### config.mk
export PLATFORM = sky130hd
export DESIGN_NAME = cpu_multicycle_control
export DESIGN_NICKNAME = d
export VERILOG_FILES = /design/src/rtl/cpu_multicycle_control_pkg.sv /design/src/rtl/cpu_multicycle_control_alu_decoder.sv /design/src/rtl/cpu_multicycle_control.sv
export SDC_FILE = /design/constraint.sdc
export NUM_CORES = 1
export LEC_CHECK = 0
export CAP_MARGIN = 10
export CORE_UTILIZATION = 46
export DETAILED_ROUTE_END_ITERATION = 10
export PLACE_DENSITY = 0.95
export SYNTH_ARGS = -nofsm -noshare
export SYNTH_HDL_FRONTEND = slang
export SYNTH_SLANG_ARGS = --single-unit
### constraint.sdc
create_clock -name clk -period 4.44 [get_ports clk]
set_clock_uncertainty 0.05 [all_clocks]
set_input_delay 0.666 -clock clk [delete_from_list [all_inputs] [get_ports clk]]
set_output_delay 0.666 -clock clk [all_outputs]
set_load 0.03 [all_outputs]
### src/rtl/cpu_multicycle_control_pkg.sv
// Shared types and encodings for the multicycle RV32I control FSM.
// It holds state and ALU-op enums, opcode constants, and the mux/ALU/immediate codes.
package cpu_multicycle_control_pkg;

  typedef enum logic [3:0] {
    S_FETCH     = 4'd0,
    S_DECODE    = 4'd1,
    S_MEM_ADR   = 4'd2,
    S_MEM_READ  = 4'd3,
    S_MEM_WB    = 4'd4,
    S_MEM_WRITE = 4'd5,
    S_EXEC_R    = 4'd6,
    S_EXEC_I    = 4'd7,
    S_ALU_WB    = 4'd8,
    S_JAL       = 4'd9,
    S_JALR      = 4'd10,
    S_BRANCH    = 4'd11,
    S_UPPER     = 4'd12
  } state_t;

  typedef enum logic [1:0] {
    ALU_OP_ADD   = 2'b00,
    ALU_OP_SUB   = 2'b01,
    ALU_OP_FUNCT = 2'b10
  } alu_op_t;

  localparam logic [6:0] OPC_LOAD   = 7'b0000011;
  localparam logic [6:0] OPC_STORE  = 7'b0100011;
  localparam logic [6:0] OPC_OP     = 7'b0110011;
  localparam logic [6:0] OPC_OP_IMM = 7'b0010011;
  localparam logic [6:0] OPC_JAL    = 7'b1101111;
  localparam logic [6:0] OPC_JALR   = 7'b1100111;
  localparam logic [6:0] OPC_BRANCH = 7'b1100011;
  localparam logic [6:0] OPC_LUI    = 7'b0110111;
  localparam logic [6:0] OPC_AUIPC  = 7'b0010111;

  localparam logic [2:0] IMM_SRC_I = 3'b000;
  localparam logic [2:0] IMM_SRC_S = 3'b001;
  localparam logic [2:0] IMM_SRC_B = 3'b010;
  localparam logic [2:0] IMM_SRC_U = 3'b011;
  localparam logic [2:0] IMM_SRC_J = 3'b100;

  localparam logic [1:0] SRC_A_PC     = 2'b00;
  localparam logic [1:0] SRC_A_OLD_PC = 2'b01;
  localparam logic [1:0] SRC_A_RS1    = 2'b10;
  localparam logic [1:0] SRC_A_ZERO   = 2'b11;

  localparam logic [1:0] SRC_B_RS2  = 2'b00;
  localparam logic [1:0] SRC_B_IMM  = 2'b01;
  localparam logic [1:0] SRC_B_FOUR = 2'b10;

  localparam logic [1:0] RES_ALU_OUT    = 2'b00;
  localparam logic [1:0] RES_READ_DATA  = 2'b01;
  localparam logic [1:0] RES_ALU_RESULT = 2'b10;

  localparam logic [3:0] ALU_ADD  = 4'd0;
  localparam logic [3:0] ALU_SUB  = 4'd1;
  localparam logic [3:0] ALU_SLL  = 4'd2;
  localparam logic [3:0] ALU_SLT  = 4'd3;
  localparam logic [3:0] ALU_SLTU = 4'd4;
  localparam logic [3:0] ALU_XOR  = 4'd5;
  localparam logic [3:0] ALU_SRL  = 4'd6;
  localparam logic [3:0] ALU_SRA  = 4'd7;
  localparam logic [3:0] ALU_OR   = 4'd8;
  localparam logic [3:0] ALU_AND  = 4'd9;

  // Immediate format is a pure function of the opcode; unknown opcodes fall back to I.
  function automatic logic [2:0] imm_src_for(input logic [6:0] opc);
    case (opc)
      OPC_STORE:          return IMM_SRC_S;
      OPC_BRANCH:         return IMM_SRC_B;
      OPC_LUI, OPC_AUIPC: return IMM_SRC_U;
      OPC_JAL:            return IMM_SRC_J;
      default:            return IMM_SRC_I;
    endcase
  endfunction

endpackage

### src/rtl/cpu_multicycle_control_alu_decoder.sv
// Combinational ALU control decode from alu_op, funct3, funct7b5 and opcode.
// The opcode separates SUB (register form) from ADDI, which ignores instr[30].
module cpu_multicycle_control_alu_decoder
  import cpu_multicycle_control_pkg::*;
(
  input  alu_op_t    alu_op_i,
  input  logic [2:0] funct3_i,
  input  logic       funct7b5_i,
  input  logic [6:0] opcode_i,
  output logic [3:0] alu_ctrl_o
);

  always_comb begin
    alu_ctrl_o = ALU_ADD;
    case (alu_op_i)
      ALU_OP_SUB: alu_ctrl_o = ALU_SUB;
      ALU_OP_FUNCT: begin
        case (funct3_i)
          3'b000:  alu_ctrl_o = (funct7b5_i && (opcode_i == OPC_OP)) ? ALU_SUB : ALU_ADD;
          3'b001:  alu_ctrl_o = ALU_SLL;
          3'b010:  alu_ctrl_o = ALU_SLT;
          3'b011:  alu_ctrl_o = ALU_SLTU;
          3'b100:  alu_ctrl_o = ALU_XOR;
          3'b101:  alu_ctrl_o = funct7b5_i ? ALU_SRA : ALU_SRL;
          3'b110:  alu_ctrl_o = ALU_OR;
          default: alu_ctrl_o = ALU_AND;
        endcase
      end
      default: alu_ctrl_o = ALU_ADD;
    endcase
  end

endmodule

### src/rtl/cpu_multicycle_control.sv
// Main control FSM of the multicycle RV32I core: one state per cycle over a shared datapath,
// stalling on a ready-handshaked unified memory port.
module cpu_multicycle_control
  import cpu_multicycle_control_pkg::*;
#(
  parameter state_t RESET_STATE = S_FETCH
) (
  input  logic       clk,
  input  logic       rst_n,
  input  logic [6:0] opcode,
  input  logic [2:0] funct3,
  input  logic       funct7b5,
  input  logic       alu_zero,
  input  logic       alu_lt,
  input  logic       alu_ltu,
  input  logic       mem_ready,
  output logic       mem_req,
  output logic       mem_write,
  output logic       adr_src,
  output logic       ir_write,
  output logic       pc_write,
  output logic       reg_write,
  output logic [2:0] imm_src,
  output logic [1:0] alu_src_a,
  output logic [1:0] alu_src_b,
  output logic [3:0] alu_ctrl,
  output logic [1:0] result_src,
  output logic       illegal_instr
);

  state_t     state_q, state_d;
  alu_op_t    alu_op_s;
  logic       mem_req_s, mem_write_s, adr_src_s, ir_write_s, reg_write_s, illegal_s;
  logic       pc_update_s, branch_s, taken_s;
  logic [1:0] alu_src_a_s, alu_src_b_s, result_src_s;
  logic [3:0] alu_ctrl_s;

  // NOTE: state registers use non-blocking assignment so every flop samples pre-edge values.
  always_ff @(posedge clk or negedge rst_n) begin
    if (!rst_n) state_q <= RESET_STATE;
    else        state_q <= state_d;
  end

  always_comb begin
    case (funct3)
      3'b000:  taken_s = alu_zero;
      3'b001:  taken_s = !alu_zero;
      3'b100:  taken_s = alu_lt;
      3'b101:  taken_s = !alu_lt;
      3'b110:  taken_s = alu_ltu;
      3'b111:  taken_s = !alu_ltu;
      default: taken_s = 1'b0;
    endcase
  end

  // NOTE: every output of this block is defaulted first so no path can infer a latch.
  always_comb begin
    state_d      = S_FETCH;
    mem_req_s    = 1'b0;
    mem_write_s  = 1'b0;
    adr_src_s    = 1'b0;
    ir_write_s   = 1'b0;
    reg_write_s  = 1'b0;
    illegal_s    = 1'b0;
    pc_update_s  = 1'b0;
    branch_s     = 1'b0;
    alu_op_s     = ALU_OP_ADD;
    alu_src_a_s  = SRC_A_PC;
    alu_src_b_s  = SRC_B_RS2;
    result_src_s = RES_ALU_OUT;

    case (state_q)
      S_FETCH: begin
        mem_req_s    = 1'b1;
        ir_write_s   = mem_ready;
        pc_update_s  = mem_ready;
        alu_src_b_s  = SRC_B_FOUR;
        result_src_s = RES_ALU_RESULT;
        state_d      = mem_ready ? S_DECODE : S_FETCH;
      end
      S_DECODE: begin
        alu_src_a_s = SRC_A_OLD_PC;
        alu_src_b_s = SRC_B_IMM;
        case (opcode)
          OPC_LOAD, OPC_STORE: state_d = S_MEM_ADR;
          OPC_OP:              state_d = S_EXEC_R;
          OPC_OP_IMM:          state_d = S_EXEC_I;
          OPC_JAL:             state_d = S_JAL;
          OPC_JALR:            state_d = S_JALR;
          OPC_BRANCH:          state_d = S_BRANCH;
          OPC_LUI, OPC_AUIPC:  state_d = S_UPPER;
          default: begin
            state_d   = S_FETCH;
            illegal_s = 1'b1;
          end
        endcase
      end
      S_MEM_ADR: begin
        alu_src_a_s = SRC_A_RS1;
        alu_src_b_s = SRC_B_IMM;
        state_d     = (opcode == OPC_LOAD) ? S_MEM_READ : S_MEM_WRITE;
      end
      S_MEM_READ: begin
        mem_req_s = 1'b1;
        adr_src_s = 1'b1;
        state_d   = mem_ready ? S_MEM_WB : S_MEM_READ;
      end
      S_MEM_WB: begin
        result_src_s = RES_READ_DATA;
        reg_write_s  = 1'b1;
      end
      S_MEM_WRITE: begin
        mem_req_s   = 1'b1;
        mem_write_s = 1'b1;
        adr_src_s   = 1'b1;
        state_d     = mem_ready ? S_FETCH : S_MEM_WRITE;
      end
      S_EXEC_R: begin
        alu_src_a_s = SRC_A_RS1;
        alu_op_s    = ALU_OP_FUNCT;
        state_d     = S_ALU_WB;
      end
      S_EXEC_I: begin
        alu_src_a_s = SRC_A_RS1;
        alu_src_b_s = SRC_B_IMM;
        alu_op_s    = ALU_OP_FUNCT;
        state_d     = S_ALU_WB;
      end
      S_ALU_WB: begin
        reg_write_s = 1'b1;
      end
      S_JAL: begin
        alu_src_a_s = SRC_A_OLD_PC;
        alu_src_b_s = SRC_B_FOUR;
        pc_update_s = 1'b1;
        state_d     = S_ALU_WB;
      end
      S_JALR: begin
        alu_src_a_s  = SRC_A_RS1;
        alu_src_b_s  = SRC_B_IMM;
        result_src_s = RES_ALU_RESULT;
        pc_update_s  = 1'b1;
        state_d      = S_ALU_WB;
      end
      S_BRANCH: begin
        alu_src_a_s = SRC_A_RS1;
        alu_op_s    = ALU_OP_SUB;
        branch_s    = 1'b1;
      end
      S_UPPER: begin
        alu_src_a_s = (opcode == OPC_LUI) ? SRC_A_ZERO : SRC_A_OLD_PC;
        alu_src_b_s = SRC_B_IMM;
        state_d     = S_ALU_WB;
      end
      default: state_d = S_FETCH;
    endcase
  end

  cpu_multicycle_control_alu_decoder u_alu_decoder (
    .alu_op_i   (alu_op_s),
    .funct3_i   (funct3),
    .funct7b5_i (funct7b5),
    .opcode_i   (opcode),
    .alu_ctrl_o (alu_ctrl_s)
  );

  // Reset gates every output combinationally so a request in flight drops in the same cycle.
  assign mem_req       = rst_n & mem_req_s;
  assign mem_write     = rst_n & mem_write_s;
  assign adr_src       = rst_n & adr_src_s;
  assign ir_write      = rst_n & ir_write_s;
  assign pc_write      = rst_n & (pc_update_s | (branch_s & taken_s));
  assign reg_write     = rst_n & reg_write_s;
  assign illegal_instr = rst_n & illegal_s;
  assign imm_src       = rst_n ? imm_src_for(opcode) : 3'b000;
  assign alu_src_a     = rst_n ? alu_src_a_s  : 2'b00;
  assign alu_src_b     = rst_n ? alu_src_b_s  : 2'b00;
  assign result_src    = rst_n ? result_src_s : 2'b00;
  assign alu_ctrl      = rst_n ? alu_ctrl_s   : 4'd0;

endmodule
**PDN straps and rails**

Bar = 10 um. Pins as bars on the die edge.
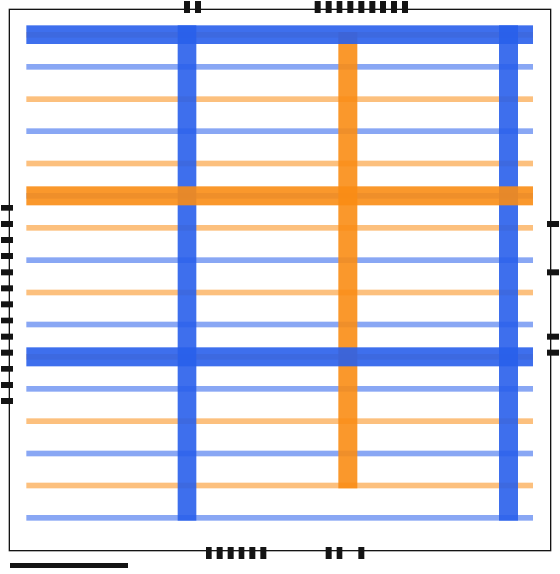
[blue] VSS
[orange] VDD
met5 straps: 3
signal pins: 37
met4 straps: 3
met1 rails: 16
rows: 15
core area: 1750 um^2
Max rail drop VDD: 0.190 mV
die span in x: 45.6 um
die y size: 45.6 um

**Cell classes on the final placement**

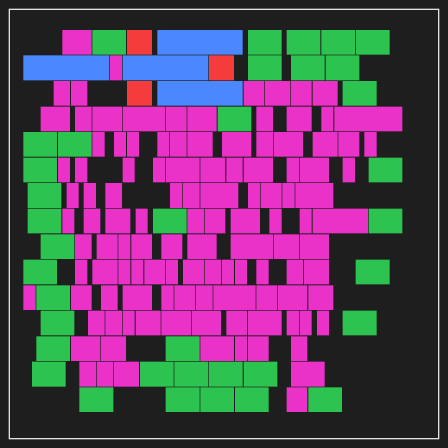
[red] cells driving clock nets | cells: 3 | share of their area: 1.9%
[green] other buffers and delay cells | cells: 36 | share of their area: 30%
[magenta] all other logic | cells: 116 | share of their area: 60%
[blue] flip-flops | cells: 4 | share of their area: 8.2%
fin area: 1250 um^2
# rows: 15
final core utilization: 71.4%

**Clock distribution**

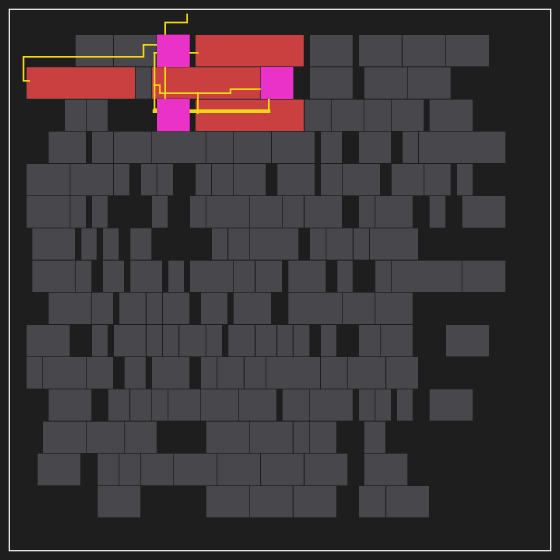
[red] flip-flops | count: 4
[magenta] cells driving clock nets | count: 3
[yellow] clock wires | length: 60.9 um
routed clock nets: 4
flops lie: top centre
clock network fraction of total power: 26.3%
Late-Pin Clk Latency: 0.23 ns
clock network power: 0.0444 mW

**Routed metal, one colour a layer**

Bar = 10 um.
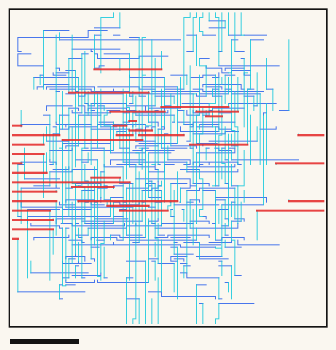
[cyan] met2 | wire length: 1270 um
[red] met3 | wire length: 213 um
[blue] met1 | wire length: 1040 um

**Routing congestion map**

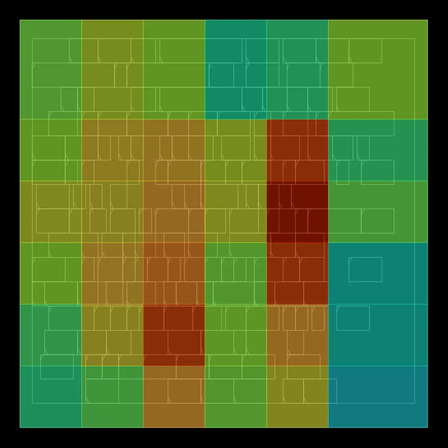
routed len/inst: 13.7 um
Tot GR Track Use: 25.5%
met2 Usage GRT: 44.3%
busiest grt layer: met2
met3 Track Usage GR: 4.76%

==> results.txt <==
fresh numbers from the pnr run: Nets at Floorplan=148, Non-clock buffering overhead=28.9%, Largest regs=state_q (4), Inverters=7, slowest cell on the critical path=clkdlybuf4s50_1, Met1 Routed Length=1040 um, min Tclk post-route=3.59 ns, WL met3=212 um, relative slew slack=64.4%, total power=0.168 mW, Residual DRC=0, Synth Seq Share=11.4%, TritonCTS clock tree=yes, met2 wire len=1270 um, routed wire length=2520 um, Crit path arrival time=2.88 ns, biggest cell delay along the critical path=0.69 ns, Register Area=100 um^2, Final ANT Viol Nets=0, clk sinks=4, Layout area overhead=42.5%, fmax=278 MHz, LEAKAGE=0.468 nW, Adders+Majority by Area=2.86%, buffers outside the clock class=36, Setup CP Type=in2out, tool warnings=27, Hold Vio Cnt, Final=0, Finished Layout Cells=184, via count=1077, Clock Pin Slew Worst Setup and Hold Paths=0.04 ns, logic share of the area=56.6%, comb area leader=simple AND/OR/NAND/NOR gates, Post-synth EDFFs=0, xor+xnor area frac=6.01%, post-CTS sizing=0, # Post-CTS Setup Buffers=0, YS warnings=0, ys async rst share=100%, Least-Margin Pin Slew=0.530 ns, Post-synth top cells=nor2_1, nand2_1, a21oi_1, vias in the first global route=936, Flops after synth=4, share of cells above drive strength 1=5.03%, Flops=4, GRT overflow=0, Max-Cap Viols=0, Leading cell kind=logic gates, GP Congestion=0.917, Avg Vias per Cell=5.85, Tcrit/Tclk final=80.9%, DP Area=1220 um^2, Top cell excl fill/tap=clkdlybuf4s50_1, Slew Limit Fails=0, Placed Instances=181, final net count=180, PortBufs=36, CTS root buf=clkbuf_4, io pins=37, Fill cells=141, number of tapcells=25, Reg with most FFs=state_q, first-pass GRT wire length=4020 um, Top Layout Cells=clkdlybuf4s50_1, nor2_1, nand2_1, met1 Track Usage GR=33.6%, crit path DRT=3.72 ns, dpl hpwl=1930 um, Worst Hold Slack=0.661 ns, diode count=0, max reg flops=4, Seq/total area=8.03%, RSZ-0062 raised after global routing=false, crit-path cells=clkdlybuf4s50_1, nand3b_1, o41ai_1, a22oi_1, nor2_1, clkdlybuf4s50_1, worst hold path class=in2async, crit path max fanout=9, Chip Area, Yosys=875 um^2, dpl ws=0.853 ns, most frequent CP cell=clkdlybuf4s50_1, Cells after Synth=129, ys cells=129, Syn Area/Cell=6.78 um^2, Starting Density=50.1%, outcome=completed, Power Dens Cells=135 nW/um^2, clock network share of area=1.81%, MI comb area=706 um^2
[where the power goes]
group	switching, mW	total (mW)	leakage [nW]	internal [mW]
Sequential	0.00476	0.0424	0.0543	0.0376
Clock	0.0142	0.0444	0.0138	0.0302
Combinational	0.0440	0.0817	0.399	0.0377
Total	0.0629	0.168	0.468	0.105
[worst max-delay path: cells and delay by family]
kind	cells	cell delay [ns]
compound gates	2	0.57
buf+inv	2	1.31
simple gates	2	0.32
[worst paths after layout]
path	startpoint	end	slack (ns)	depth (start not counted)
setup reg to reg	state_q[0]	state_q[0]	2.72	4
hold reg to reg	state_q[2]	state_q[3]	0.72	1
setup / recovery	opcode[2]	alu_src_a[1]	0.85	6
min in group clk	state_q[2]	state_q[3]	0.72	1
max in group asynchronous	rst_n	state_q[1]	3.43	1
hold / removal	rst_n	state_q[3]	0.66	1
No activity file was given, so power comes from the tool's default toggle rates.
